$ cat src/rtl/sqrt_share_arb.sv
// Shares one pipelined Sqrt2 core among NREQ requesters, routing each result back to its issuer.
// Define SQRT_ARB_PRIO_EN for fixed lowest-index priority; by default arbitration is round-robin.
module sqrt_share_arb #(
  parameter int NREQ = 4,
  parameter int W    = 15,
  parameter int LAT  = 3
) (
  input  logic              clk,
  input  logic              reset,
  input  logic [NREQ-1:0]   req_valid,
  input  logic [NREQ*W-1:0] req_data,
  output logic [NREQ-1:0]   req_ready,
  output logic [W-1:0]      sq_in,
  input  logic [W-1:0]      sq_out,
  output logic [NREQ-1:0]   rsp_valid,
  output logic [W-1:0]      rsp_data,
  output logic [NREQ-1:0]   busy
);

  localparam int IW = (NREQ > 1) ? $clog2(NREQ) : 1;
  // One tag stage shadows the sq_in register, the rest track the core's LAT stages.
  localparam int TS = LAT + 1;

  logic [NREQ-1:0] busy_q, busy_d;
  logic [NREQ-1:0] eligible;
  logic [NREQ-1:0] grant;
  logic [IW-1:0]   grant_idx;
  logic            grant_any;
  logic [W-1:0]    sel_data;
  logic [W-1:0]    sq_in_q, sq_in_d;
  logic [W-1:0]    rsp_data_q, rsp_data_d;
  logic [NREQ-1:0] rsp_valid_q, rsp_valid_d;
  logic [TS-1:0]   tag_vld_q, tag_vld_d;
  logic [IW-1:0]   tag_idx_q [TS];
  logic [IW-1:0]   tag_idx_d [TS];

  assign eligible = req_valid & ~busy_q;

`ifdef SQRT_ARB_PRIO_EN
  always_comb begin
    grant_any = 1'b0;
    grant_idx = '0;
    for (int i = NREQ - 1; i >= 0; i--) begin
      if (eligible[i]) begin
        grant_any = 1'b1;
        grant_idx = IW'(i);
      end
    end
  end
`else
  logic [IW-1:0] ptr_q, ptr_d;
  logic [IW:0]   cand;

  always_comb begin
    grant_any = 1'b0;
    grant_idx = '0;
    cand      = '0;
    for (int off = 0; off < NREQ; off++) begin
      cand = {1'b0, ptr_q} + (IW+1)'(off);
      if (cand >= (IW+1)'(NREQ)) begin
        cand = cand - (IW+1)'(NREQ);
      end
      if (!grant_any && eligible[cand[IW-1:0]]) begin
        grant_any = 1'b1;
        grant_idx = cand[IW-1:0];
      end
    end
  end

  always_comb begin
    ptr_d = ptr_q;
    if (grant_any) begin
      ptr_d = (grant_idx == IW'(NREQ - 1)) ? '0 : grant_idx + 1'b1;
    end
  end
`endif

  always_comb begin
    grant = '0;
    if (grant_any) begin
      grant[grant_idx] = 1'b1;
    end
  end

  // The grant is masked while reset is held so no requester sees a handshake.
  assign req_ready = grant & {NREQ{reset}};

  always_comb begin
    sel_data = '0;
    for (int i = 0; i < NREQ; i++) begin
      if (grant[i]) begin
        sel_data = req_data[i*W +: W];
      end
    end
  end

  always_comb begin
    sq_in_d      = grant_any ? sel_data : sq_in_q;
    tag_vld_d    = {tag_vld_q[TS-2:0], grant_any};
    tag_idx_d[0] = grant_idx;
    for (int s = 1; s < TS; s++) begin
      tag_idx_d[s] = tag_idx_q[s-1];
    end
  end

  // A tag leaving the last stage retires its requester on the same edge a new grant may land.
  always_comb begin
    rsp_valid_d = '0;
    rsp_data_d  = rsp_data_q;
    busy_d      = busy_q;
    if (tag_vld_q[TS-1]) begin
      rsp_valid_d[tag_idx_q[TS-1]] = 1'b1;
      rsp_data_d                   = sq_out;
      busy_d[tag_idx_q[TS-1]]      = 1'b0;
    end
    if (grant_any) begin
      busy_d[grant_idx] = 1'b1;
    end
  end

  always_ff @(posedge clk or negedge reset) begin
    if (!reset) begin
      sq_in_q     <= '0;
      rsp_data_q  <= '0;
      rsp_valid_q <= '0;
      busy_q      <= '0;
      tag_vld_q   <= '0;
      for (int s = 0; s < TS; s++) begin
        tag_idx_q[s] <= '0;
      end
`ifndef SQRT_ARB_PRIO_EN
      ptr_q       <= '0;
`endif
    end else begin
      sq_in_q     <= sq_in_d;
      rsp_data_q  <= rsp_data_d;
      rsp_valid_q <= rsp_valid_d;
      busy_q      <= busy_d;
      tag_vld_q   <= tag_vld_d;
      for (int s = 0; s < TS; s++) begin
        tag_idx_q[s] <= tag_idx_d[s];
      end
`ifndef SQRT_ARB_PRIO_EN
      ptr_q       <= ptr_d;
`endif
    end
  end

  assign sq_in     = sq_in_q;
  assign rsp_data  = rsp_data_q;
  assign rsp_valid = rsp_valid_q;
  assign busy      = busy_q;

endmodule

$ cat config.mk
export PLATFORM = sky130hd
export DESIGN_NAME = sqrt_share_arb
export DESIGN_NICKNAME = d
export VERILOG_FILES = /design/src/rtl/sqrt_share_arb.sv
export SDC_FILE = /design/constraint.sdc
export NUM_CORES = 1
export LEC_CHECK = 0
export CAP_MARGIN = 20
export CORE_MARGIN = 1
export CORE_UTILIZATION = 45
export DETAILED_ROUTE_END_ITERATION = 12
export PLACE_DENSITY_LB_ADDON = 0.12
export SYNTH_ARGS = -nofsm -noshare
export SYNTH_HDL_FRONTEND = slang
export SYNTH_SLANG_ARGS = --single-unit
export TNS_END_PERCENT = 30
$ cat constraint.sdc
create_clock -name clk -period 5.48 [get_ports clk]
set_input_delay 0.548 -clock clk [delete_from_list [all_inputs] [get_ports clk]]
set_output_delay 0.548 -clock clk [all_outputs]
set_load 0.03 [all_outputs]
### Clock network drawn from the DEF

Scale bar: 20 um.
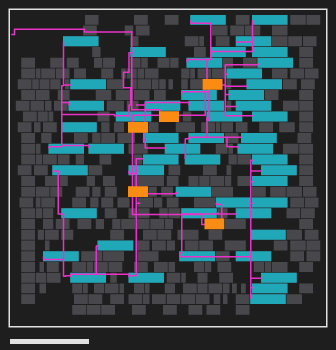
[clock wires] magenta | length: 590 um
[flip-flops] cyan | count: 52
[cells driving clock nets] orange | count: 5
routed clock nets: 6
Clk. pwr: 229 uW
skew final: 0.00973 ns
clk latency late pin: 0.31 ns
clock network fraction of total power: 12.3%

==> flow_summary.json <==
{
  "status": "complete, no violations",
  "worstPathRequired_ns": 4.93,
  "fa_ha_area_share_pct": 1.83,
  "drive_above_1_share_pct": 12.0,
  "htree_levels": 2,
  "clkCellAreaFrac_pct": 2.38,
  "cts_tree": "done",
  "antenna_found_initial": 0,
  "maxSlewHeadroom_pct": 51.5,
  "post_cts_buffers": 0,
  "floorplanUtilization_pct": 46.5,
  "swShare_pct": 39.6,
  "worst_setup_path_start_kind": "primary input",
  "nNonClkBuffers": 127,
  "grt_max_degree": 33,
  "p_per_area_nw_per_um2": 460,
  "grt_pass1_vias": 2335,
  "nonClkBufAreaFrac_pct": 31.0,
  "ys_types": 32,
  "cts.root.buffer_cell": "clkbuf_8",
  "wire_per_inst_um": 15.7,
  "crit_buf_inv": 2,
  "fin_nets": 434,
  "placement.cell_area_sq_um": 3950,
  "cp_slowest_cell": "clkdlybuf4s50_1",
  "seqPwrFrac_pct": 33.6,
  "area_growth_pct": 47.8,
  "common_cells": "52 x dfrtp_1, 20 x inv_1, 17 x a21oi_1",
  "die-area_sq_um": 6400,
  "most_common_cell": "dfrtp_1",
  "p_total_mw": 1.86,
  "r2r-end": "sq_in[4]$_DFFE_PN0N_",
  "cts_buffer_depth": 2,
  "fin_crit_ns": 4.13,
  "topCombFamilyByArea": "AND-OR/OR-AND gates",
  "rsz0062_at_grt": "no",
  "globalRouteMet3Util_pct": 6.06,
  "power_leader": "combinational cells",
  "yosysWarnings": 0,
  "wl_met1_um": 2830,
  "largest_area_cell": "dfrtp_1",
  "leakagePower_nw": 1.72,
  "cts_buffers": 5,
  "ctsResizeCount": 0,
  "top_layer_used": "met4",
  "place.gp.congestion": 0.799,
  "grtUsageTotal_pct": 22.3,
  "vias": 2269,
  "cp_common_cell": "clkdlybuf4s50_1",
  "finalNonFillerCells": 425,
  "ff_count": 52,
  "postSynthAreaPerCell_sq_um": 11.5,
  "io_buffers": 122,
  "viasPerCell": 5.34,
  "clock.fmax_ghz": 0.242,
  "cap_violations": 0,
  "layout.comb_gates.multi_input": 143,
  "worstPathArrival_ns": 3.58,
  "synth_cells": 238,
  "top_area_cell_class": "flip-flops and latches",
  "regToRegStartpoint": "busy[0]$_DFF_PN0_",
  "top_usage_layer": "met2",
  "comb_share_pct": 30.3,
  "path_max_fanout": 18,
  "synthAoiAreaFrac_pct": 23.6,
  "grt_pass1_wl_um": 10900
}
### Cell placement

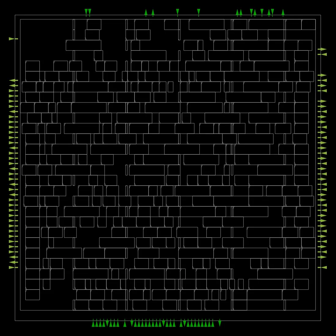
Seq/total area: 32.1%
floorplan row count: 28

[layout by cell type (no fill, tap or decap), types with 2 or more instances in the layout]
cell type,Yosys,layout
nor2b_1,2,2
ha_1,4,4
o2bb2ai_1,4,4
and3_1,5,5
nand2b_1,2,2
o21ai_1,3,3
clkbuf_8,0,5
a2bb2oi_1,7,7
nand2b_4,2,2
a41oi_1,15,15
clkdlybuf4s50_1,0,121
mux2_2,16,16
and2_1,15,15
a21oi_1,17,17
a221o_1,15,15
nand3b_1,15,15
a2bb2oi_2,8,8
inv_1,20,20
dfrtp_1,52,52
nand2_1,2,2
buf_4,10,5
[state kept, by name, summed over array words and instances, names as in the netlist]
signal	flops
rsp_valid	4
tag_idx_d	6
tag_vld_q	4
tag_idx_q	2
rsp_data	15
sq_in	15
busy	4
ptr_q	2
Power is estimated from default activity; no workload was simulated.
